`src/rtl/seg7_pkg.sv`:
```
// Shared constants and helpers for the multiplexed 7-segment scan driver.
package seg7_pkg;

    // Active-high hex font, one 7-bit {g,f,e,d,c,b,a} entry per nibble,
    // entry 0 in the least significant slot.
    localparam logic [16*7-1:0] HEX_FONT = {
        7'h71, 7'h79, 7'h5E, 7'h39, 7'h7C, 7'h77, 7'h6F, 7'h7F,
        7'h07, 7'h7D, 7'h6D, 7'h66, 7'h4F, 7'h5B, 7'h06, 7'h3F
    };

    // Segment pattern (active-high) for one hex nibble.
    function automatic logic [6:0] hex_seg(input logic [3:0] nib);
        return HEX_FONT[int'(nib)*7 +: 7];
    endfunction

    // Width of a counter/index for n values; never less than one bit.
    function automatic int sel_w(input int n);
        return (n <= 1) ? 1 : $clog2(n);
    endfunction

endpackage

```
`src/rtl/seg7_scan_timer.sv`:
```
// Single-clock scan timebase: prescaler per digit slot, digit index and a
// frame_end strobe on the last cycle of the last digit slot.
module seg7_scan_timer
    import seg7_pkg::*;
#(
    parameter int N_DIGITS = 4,
    parameter int SCAN_DIV = 50000,
    localparam int PW  = sel_w(SCAN_DIV),
    localparam int DGW = sel_w(N_DIGITS)
) (
    input  logic           clk,
    input  logic           arstn,
    output logic [PW-1:0]  presc,
    output logic [DGW-1:0] digit,
    output logic           frame_end
);

    localparam logic [PW-1:0]  PRESC_LAST = PW'(SCAN_DIV - 1);
    localparam logic [DGW-1:0] DIGIT_LAST = DGW'(N_DIGITS - 1);

    logic [PW-1:0]  presc_q, presc_d;
    logic [DGW-1:0] digit_q, digit_d;
    logic           slot_tick;

    // Next prescaler/digit values and the slot/frame strobes.
    always_comb begin
        slot_tick = (presc_q == PRESC_LAST);
        frame_end = slot_tick && (digit_q == DIGIT_LAST);
        presc_d   = slot_tick ? '0 : presc_q + 1'b1;
        digit_d   = digit_q;
        if (slot_tick) begin
            digit_d = (digit_q == DIGIT_LAST) ? '0 : digit_q + 1'b1;
        end
    end

    // Timebase registers.
    always_ff @(posedge clk or negedge arstn) begin
        if (!arstn) begin
            presc_q <= '0;
            digit_q <= '0;
        end else begin
            presc_q <= presc_d;
            digit_q <= digit_d;
        end
    end

    assign presc = presc_q;
    assign digit = digit_q;

endmodule

```
`src/rtl/seg7_scan_display.sv`:
```
// Multiplexed 7-segment driver: picks a channel word once per frame (auto
// rotation with dwell, or manual), latches it into a shadow register so a
// frame never tears, and drives registered anode/segment/dp pins.
module seg7_scan_display
    import seg7_pkg::*;
#(
    parameter int N_CH         = 3,
    parameter int N_DIGITS     = 4,
    parameter int SCAN_DIV     = 50000,
    parameter int GUARD        = 16,
    parameter int DWELL_FRAMES = 512,
    parameter int SEG_ACT_LOW  = 1,
    parameter int AN_ACT_LOW   = 1,
    localparam int DATA_W = 4*N_DIGITS,
    localparam int CH_W   = sel_w(N_CH)
) (
    input  logic                   clk,
    input  logic                   arstn,
    input  logic [N_CH*DATA_W-1:0] ch_data,
    input  logic [N_CH-1:0]        ch_valid,
    input  logic                   manual,
    input  logic [CH_W-1:0]        man_sel,
    input  logic                   hold,
    input  logic                   lz_blank,
    output logic [N_DIGITS-1:0]    an,
    output logic [6:0]             seg,
    output logic                   dp,
    output logic [CH_W-1:0]        cur_ch
);

    localparam int PW  = sel_w(SCAN_DIV);
    localparam int DGW = sel_w(N_DIGITS);
    localparam int DWW = sel_w(DWELL_FRAMES);

    localparam logic [PW-1:0]       GUARD_P    = PW'(GUARD);
    localparam logic [DGW-1:0]      DIGIT_LAST = DGW'(N_DIGITS - 1);
    localparam logic [DWW-1:0]      DWELL_LAST = DWW'(DWELL_FRAMES - 1);
    localparam logic [CH_W-1:0]     MAX_CH     = CH_W'(N_CH - 1);
    localparam logic [6:0]          SEG_OFF    = (SEG_ACT_LOW != 0) ? 7'h7F : 7'h00;
    localparam logic                DP_OFF     = (SEG_ACT_LOW != 0);
    localparam logic [N_DIGITS-1:0] AN_OFF     = (AN_ACT_LOW != 0) ? '1 : '0;

    logic [PW-1:0]  presc;
    logic [DGW-1:0] digit;
    logic           frame_end;

    seg7_scan_timer #(
        .N_DIGITS (N_DIGITS),
        .SCAN_DIV (SCAN_DIV)
    ) u_timer (
        .clk       (clk),
        .arstn     (arstn),
        .presc     (presc),
        .digit     (digit),
        .frame_end (frame_end)
    );

    logic [CH_W-1:0]     cur_ch_q, cur_ch_d;
    logic [DWW-1:0]      dwell_q, dwell_d;
    logic [DATA_W-1:0]   shadow_q, shadow_d;
    logic                blank_all_q, blank_all_d;
    logic                hold_disp_q, hold_disp_d;
    logic [N_DIGITS-1:0] an_q, an_d, an_on;
    logic [6:0]          seg_q, seg_d, seg_on;
    logic                dp_q, dp_d;
    logic [CH_W-1:0]     nxt_ch, man_ch;
    logic                found;
    logic [3:0]          nib;
    logic                upper_zero, blank;

    // First valid channel after the current one, wrapping; the current
    // channel itself is the last candidate so a lone valid channel stays.
    always_comb begin
        nxt_ch = cur_ch_q;
        found  = 1'b0;
        for (int i = 1; i <= N_CH; i++) begin
            if (!found && ch_valid[(int'(cur_ch_q) + i) % N_CH]) begin
                nxt_ch = CH_W'((int'(cur_ch_q) + i) % N_CH);
                found  = 1'b1;
            end
        end
        man_ch = (man_sel > MAX_CH) ? MAX_CH : man_sel;
    end

    // Channel/dwell/shadow update, only at frame boundaries. Manual select
    // follows man_sel even under hold; hold only freezes the shadow word
    // and, in auto mode, the rotation.
    always_comb begin
        cur_ch_d    = cur_ch_q;
        dwell_d     = dwell_q;
        shadow_d    = shadow_q;
        blank_all_d = blank_all_q;
        hold_disp_d = hold_disp_q;
        if (frame_end) begin
            hold_disp_d = hold;
            if (manual) begin
                cur_ch_d    = man_ch;
                dwell_d     = '0;
                blank_all_d = 1'b0;
            end else if (!hold) begin
                if (ch_valid == '0) begin
                    blank_all_d = 1'b1;
                    dwell_d     = '0;
                end else begin
                    blank_all_d = 1'b0;
                    if (!ch_valid[cur_ch_q] || dwell_q == DWELL_LAST) begin
                        cur_ch_d = nxt_ch;
                        dwell_d  = '0;
                    end else begin
                        dwell_d = dwell_q + 1'b1;
                    end
                end
            end
            if (!hold) begin
                shadow_d = ch_data[int'(cur_ch_d)*DATA_W +: DATA_W];
            end
        end
    end

    // Per-digit decode: font lookup, leading-zero blanking, guard and polarity.
    always_comb begin
        nib        = shadow_q[int'(digit)*4 +: 4];
        upper_zero = ((shadow_q >> (int'(digit)*4)) == '0);
        blank      = blank_all_q || (lz_blank && (digit != '0) && upper_zero);
        seg_on     = blank ? 7'h00 : hex_seg(nib);
        seg_d      = (SEG_ACT_LOW != 0) ? ~seg_on : seg_on;
        dp_d       = (hold_disp_q && digit == DIGIT_LAST) ? ~DP_OFF : DP_OFF;
        an_on      = (presc < GUARD_P) ? '0 : (N_DIGITS'(1) << digit);
        an_d       = (AN_ACT_LOW != 0) ? ~an_on : an_on;
    end

    // Channel selection state.
    always_ff @(posedge clk or negedge arstn) begin
        if (!arstn) begin
            cur_ch_q    <= '0;
            dwell_q     <= '0;
            shadow_q    <= '0;
            blank_all_q <= 1'b0;
            hold_disp_q <= 1'b0;
        end else begin
            cur_ch_q    <= cur_ch_d;
            dwell_q     <= dwell_d;
            shadow_q    <= shadow_d;
            blank_all_q <= blank_all_d;
            hold_disp_q <= hold_disp_d;
        end
    end

    // Registered pin drivers, inactive during reset.
    always_ff @(posedge clk or negedge arstn) begin
        if (!arstn) begin
            an_q  <= AN_OFF;
            seg_q <= SEG_OFF;
            dp_q  <= DP_OFF;
        end else begin
            an_q  <= an_d;
            seg_q <= seg_d;
            dp_q  <= dp_d;
        end
    end

    assign an     = an_q;
    assign seg    = seg_q;
    assign dp     = dp_q;
    assign cur_ch = cur_ch_q;

endmodule

```
`config.mk`:
```
export PLATFORM = sky130hd
export DESIGN_NAME = seg7_scan_display
export DESIGN_NICKNAME = d
export VERILOG_FILES = /design/src/rtl/seg7_pkg.sv /design/src/rtl/seg7_scan_timer.sv /design/src/rtl/seg7_scan_display.sv
export SDC_FILE = /design/constraint.sdc
export NUM_CORES = 1
export LEC_CHECK = 0
export ABC_CLOCK_PERIOD_IN_PS = 6800
export CORE_ASPECT_RATIO = 1.5
export CORE_UTILIZATION = 55
export CTS_CLUSTER_DIAMETER = 50
export DETAILED_ROUTE_END_ITERATION = 10
export GPL_ROUTABILITY_DRIVEN = 0
export GPL_TIMING_DRIVEN = 0
export PLACE_DENSITY = 0.84
export SLEW_MARGIN = 10
export SYNTH_ARGS = -nofsm -noshare
export SYNTH_HDL_FRONTEND = slang
export SYNTH_HIERARCHICAL = 1
export SYNTH_SLANG_ARGS = --single-unit
export TNS_END_PERCENT = 20
```
`constraint.sdc`:
```
create_clock -name clk -period 6.8 [get_ports clk]
set_input_delay 1.36 -clock clk [delete_from_list [all_inputs] [get_ports clk]]
set_output_delay 1.36 -clock clk [all_outputs]
set_load 0.1 [all_outputs]
```
Figure 1. Metal layers overlaid (run 1).
Two of the layers only.
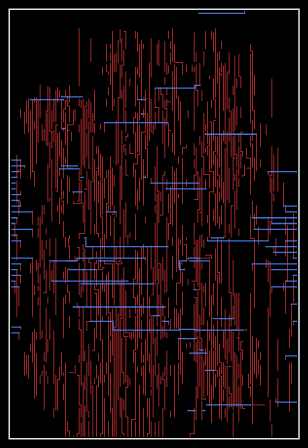
- M3: blue (wire length 441 um)
- M2: red (wire length 4560 um)

Figure 2. Clock routing (run 1).
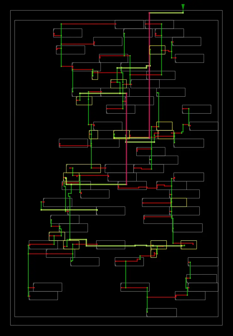
Seq cells: 59
clock skew: 7.93 ps
# clk buffers: 12

Figure 3. Local utilization (run 1).
Scale bar: 20 um. 7 x 10 tiles, from dark purple (low) to yellow (high), 0 to 100% covered.
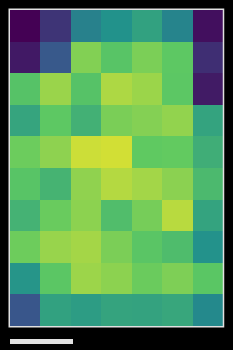
- mean over tiles: 65%
- tiles over 75% full: 43%
- fullest tile: 93%
- nearly empty tiles: 1.4%
- densest ninth of the die: center

==> CHANGELOG.md, run 1 <==
### Implementation results

* #MultiIn Comb at 267
* Layout cells sized above 1 at 14.3%
* R2R Setup Slk at 3590 ps
* Busiest grt layer: met2
* DRT met1 WL at 3.51 mm
* Post-route DRC at 0
* CTS tree: built
* Clock root cell: clkbuf_8
* Non-clock buffer instance count of the final layout at 87
* Dominant cell area share at 32.7%
* Max-cap violation count at 0
* Critical Path, Cell by Cell: clkdlybuf4s50_1, and2b_1, a21oi_2, a22o_1, a221o_1, a31oi_2, clkbuf_1, nand4_1, o211ai_2
* CP Capture Type: flop
* Comb/total area at 42.4%
* Area of the die at 6880 um2
* Largest net degree at the start of global routing at 60
* Critical path endpoint: shadow_q[15]$_DFFE_PN0P_
* Comb group at 0.0798 mW
* Setup TNS at 0 ps
* Dominant cells by area after synthesis: dfrtp_1 33%, dfstp_2 8.8%, mux2i_1 6.1%
* Asr flop ratio synth at 100%
* P&R area growth vs syn at 27.6%
* Clk pwr share at 44.1%
* Slew headroom at 35.4%
* Adder Area Share at 4.52%
* PostCTS Resize Cnt at 0
* Largest class: multi-input combinational cells
* Tmin final at 3740 ps
* Worst EP arrival at 4000 ps
* Total GRT Usage at 28.3%
* Top pwr grp: sequential cells
* Fillers at 446
* Compound Share, Synth at 16.2%
* Clock sinks at 59
* Nets at 512
* Max Slew Vio Count at 0
* Total core area at 6220 um2
* Hpwl dp at 6.38 mm
* Cells after DPL at 504
* Wire per inst at 16.7 um
* Top cells by count, synth: 47 x dfrtp_1, 38 x nand2_1, 27 x nor2_1, 22 x mux2i_1, 21 x nand4_1
* Leak Pwr at 1.96 nW
* Post-Synth Simple-Gate Area at 19.4%
* Via count at 3186
* Post-DP Area at 4380 um2
* NonClk Buf Share at 17.1%
* Outcome: finished, final reports clean
* Top Layout Cells: 68 x clkdlybuf4s50_1, 47 x dfrtp_1, 38 x nand2_1, 27 x nor2_1, 22 x mux2i_1
* Top sig layer: met4
* Critical Path Max Stage Delay at 580 ps
* Worst skew pair latency at 340 ps
* RSZ-0062 raised after global routing: false
* Clock-cell share at 4.63%
* Setup ws final at 3060 ps
* Sw Ratio at 23.3%
* FP Util at 57.9%
* Met2 Track Usage GR at 46.3%
* Switching pwr at 0.179 mW
* Startpoint types: input pin
* R2R Path End: dwell_q[7]$_DFFE_PN0P_
* Die height at 101 um
* Combinational power share at 10.3%
* Yosys warns at 6
* Final Setup Violations at 0
Figure 4. Wiring heat map (run 1).
14 x 20 tiles, from dark purple (low) to yellow (high), scaled to the fullest tile. Values are wire area over tile area, all layers added.
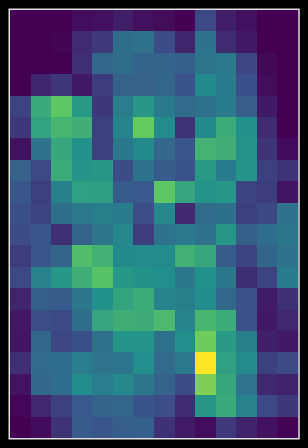

## Run 2: what changed since run 1
--- a/config.mk
+++ b/config.mk
@@ -5,14 +5,14 @@
 export SDC_FILE = /design/constraint.sdc
 export NUM_CORES = 1
 export LEC_CHECK = 0
-export ABC_CLOCK_PERIOD_IN_PS = 6800
+export ABC_CLOCK_PERIOD_IN_PS = 3700
 export CORE_ASPECT_RATIO = 1.5
-export CORE_UTILIZATION = 55
+export CORE_UTILIZATION = 52
 export CTS_CLUSTER_DIAMETER = 50
 export DETAILED_ROUTE_END_ITERATION = 10
 export GPL_ROUTABILITY_DRIVEN = 0
 export GPL_TIMING_DRIVEN = 0
-export PLACE_DENSITY = 0.84
+export PLACE_DENSITY = 0.8
 export SLEW_MARGIN = 10
 export SYNTH_ARGS = -nofsm -noshare
 export SYNTH_HDL_FRONTEND = slang
==> constraint.sdc (replaced) <==
create_clock -name clk -period 3.7 [get_ports clk]
set_input_delay 0.74 -clock clk [delete_from_list [all_inputs] [get_ports clk]]
set_output_delay 0.74 -clock clk [all_outputs]
set_load 0.1 [all_outputs]
Figure 5. Wiring heat map (run 2).
14 x 21 tiles, from dark purple (low) to yellow (high), scaled to the fullest tile. Values are wire area over tile area, all layers added.
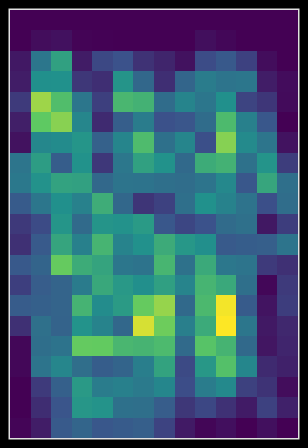
- nearly empty tiles: 12%
- mean over tiles: 0.19
- tiles over half the peak: 23%
- emptiest ninth of the die: upper right
- fullest tile: 0.57
Total GRT Usage: 25.3%
routed wire length: 8.65 mm
via count: 3171

Figure 6. Local utilization (run 2).
Scale bar: 20 um. 7 x 10 tiles, from dark purple (low) to yellow (high), 0 to 100% covered.
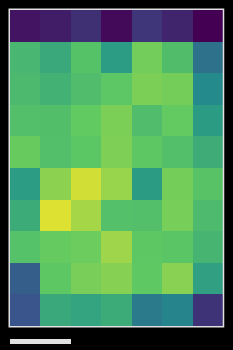
- fullest tile: 95%
- nearly empty tiles: 1.4%
- tiles over 75% full: 30%
- mean over tiles: 62%
final core area utilization: 69.9%
FP Util: 54.7%
total core area: 6580 um2

==> CHANGELOG.md, run 2 <==
### Implementation results

* RSZ-0062 raised after global routing: false
* Post-Synth Simple-Gate Area at 19.4%
* Yosys warns at 6
* NonClk Buf Share at 17.1%
* Tmin final at 3180 ps
* Outcome: finished, final reports clean
* Largest class: multi-input combinational cells
* Busiest grt layer: met2
* Adder Area Share at 4.52%
* Top pwr grp: sequential cells
* Clock root cell: clkbuf_8
* DRT met1 WL at 3.46 mm
* Startpoint types: flop
* Cell Type Count at 58
* Area of the die at 7270 um2
* Largest net degree at the start of global routing at 60
* Layout cells sized above 1 at 14.3%
* Critical path endpoint: shadow_q[7]$_DFFE_PN0P_
* Leak Pwr at 1.95 nW
* Die height at 104 um
* Postcts setup bufs at 0
* Total grt overflow at 0
* Clk pwr share at 44.7%
* IO buf count at 69
* Max-cap violation count at 0
* PostCTS Resize Cnt at 0
* CTS buffer count at 9
* Combinational power share at 10.3%
* Sw Ratio at 23.4%
* Clock skew at 9.24 ps
* Nets at 512
* Seq cells at 59
* Critical Path, Cell by Cell: or4b_4, nor4_4, buf_6, and2_1, clkbuf_1, nor2b_1, buf_2, clkbuf_1, nand4_1, o211ai_1
* Cells after DPL at 506
* Wire per inst at 16.6 um
* Clock sinks at 59
* Met2 Track Usage GR at 45.1%
* #MultiIn Comb at 267
* Taps Inserted at 76
* Clock-cell share at 4.71%
* CP Capture Type: flop
* Post-DP Area at 4380 um2
* Worst EP arrival at 3440 ps
* Initial antenna violation count at 0
* Compound Share, Synth at 16.2%
* Top cells by count, synth: 47 x dfrtp_1, 38 x nand2_1, 27 x nor2_1, 22 x mux2i_1, 21 x nand4_1
* Comb/total area at 42.3%
* Non-clock buffer instance count of the final layout at 87
* Syn_nets at 432
* H-tree lvl count at 3
* Worst skew pair latency at 350 ps
* Max Slew Vio Count at 0
* Hpwl dp at 6.25 mm
* DR iter-0 viols at 163
* Top sig layer: met4
* Reg area at 1490 um2
* Fillers at 513
* Asr flop ratio synth at 100%
* Switching pwr at 0.335 mW
* Comb group at 0.148 mW
* Post-route DRC at 0
* Hold Path End: dp$_DFF_PN1_
* Setup TNS at 0 ps
* Dominant cell area share at 32.7%
* R2R Setup Slk at 520 ps
* Dominant cells by area after synthesis: dfrtp_1 33%, dfstp_2 8.8%, mux2i_1 6.1%
* Boundary pin count at 72
* Critical Path Max Stage Delay at 560 ps
* Setup ws final at 515 ps
Figure 7. Metal layers overlaid (run 2).
Two of the layers only.
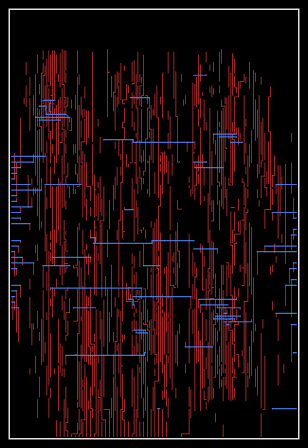

## Run 3: what changed since run 2
--- a/config.mk
+++ b/config.mk
@@ -5,8 +5,9 @@
 export SDC_FILE = /design/constraint.sdc
 export NUM_CORES = 1
 export LEC_CHECK = 0
-export ABC_CLOCK_PERIOD_IN_PS = 3700
+export ABC_CLOCK_PERIOD_IN_PS = 3200
 export CORE_ASPECT_RATIO = 1.5
+export CORE_MARGIN = 5
 export CORE_UTILIZATION = 52
 export CTS_CLUSTER_DIAMETER = 50
 export DETAILED_ROUTE_END_ITERATION = 10
==> constraint.sdc (replaced) <==
create_clock -name clk -period 3.2 [get_ports clk]
set_input_delay 0.64 -clock clk [delete_from_list [all_inputs] [get_ports clk]]
set_output_delay 0.64 -clock clk [all_outputs]
set_load 0.1 [all_outputs]
Figure 8. Metal layers overlaid (run 3).
Two of the layers only.
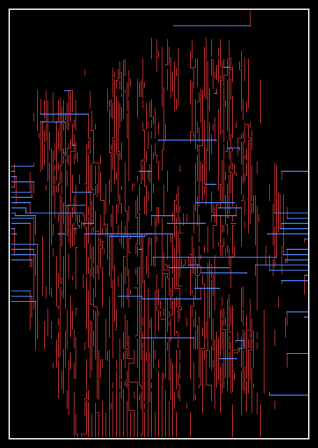
- M2: red (wire length 4940 um)
- M3: blue (wire length 490 um)
routed wire length: 9.27 mm
Total GRT Usage: 21.8%
wire per inst: 17.7 um
via count: 3128

Figure 9. Wiring heat map (run 3).
16 x 22 tiles, from dark purple (low) to yellow (high), scaled to the fullest tile. Values are wire area over tile area, all layers added.
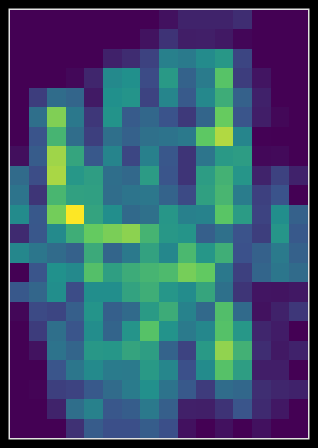
- mean over tiles: 0.17
- nearly empty tiles: 19%
- tiles over half the peak: 22%
- emptiest ninth of the die: upper left

==> CHANGELOG.md, run 3 <==
### Implementation results

* Busiest grt layer: met2
* Comb/total area at 42.3%
* Top pwr grp: sequential cells
* Area of the die at 8720 um2
* Yosys warns at 6
* Post-Synth Simple-Gate Area at 19.4%
* R2R Setup Slk at 130 ps
* Boundary pin count at 72
* Top Layout Cells: 68 x clkdlybuf4s50_1, 45 x dfrtp_1, 38 x nand2_1, 26 x nor2_1, 22 x mux2i_1
* Outcome: finished, final reports clean
* Dominant cells by area after synthesis: dfrtp_1 33%, dfstp_2 8.8%, mux2i_1 6.1%
* Post-route DRC at 0
* Clock skew at 11.5 ps
* Hpwl dp at 6.88 mm
* FP Util at 52.9%
* Met2 Track Usage GR at 37.6%
* Syn_nets at 432
* Clock sinks at 59
* #MultiIn Comb at 267
* Largest class: multi-input combinational cells
* Final Setup Violations at 0
* Clk pwr share at 41.8%
* Switching pwr at 0.363 mW
* Largest net degree at the start of global routing at 60
* Worst EP arrival at 3280 ps
* Top cells by count, synth: 47 x dfrtp_1, 38 x nand2_1, 27 x nor2_1, 22 x mux2i_1, 21 x nand4_1
* Tmin final at 3070 ps
* Total core area at 6810 um2
* Combinational power share at 11.2%
* Post-DP Area at 4390 um2
* Taps Inserted at 78
* CTS tree: built
* Top sig layer: met4
* PostCTS Resize Cnt at 0
* P&R area growth vs syn at 27.9%
* # clk buffers at 15
* Leak Pwr at 1.97 nW
* Non-clock buffer instance count of the final layout at 88
* Critical Path, Cell by Cell: ha_1, and3_1, and3_1, and3_1, ha_1, o21ai_1, a21oi_1, a221oi_4, nand2b_1, buf_4, buf_8, o211ai_2
* Sw Ratio at 22.8%
* DR iter-0 viols at 151
* Worst skew pair latency at 340 ps
* Setup TNS at 0 ps
* Critical path endpoint: shadow_q[8]$_DFFE_PN0P_
* Critical Path Max Stage Delay at 480 ps
* Cells after DPL at 508
* Startpoint types: flop
* Clock root cell: clkbuf_8
* Max-cap violation count at 0
* Cell Type Count at 58
No activity file was given, so power comes from the tool's default toggle rates.
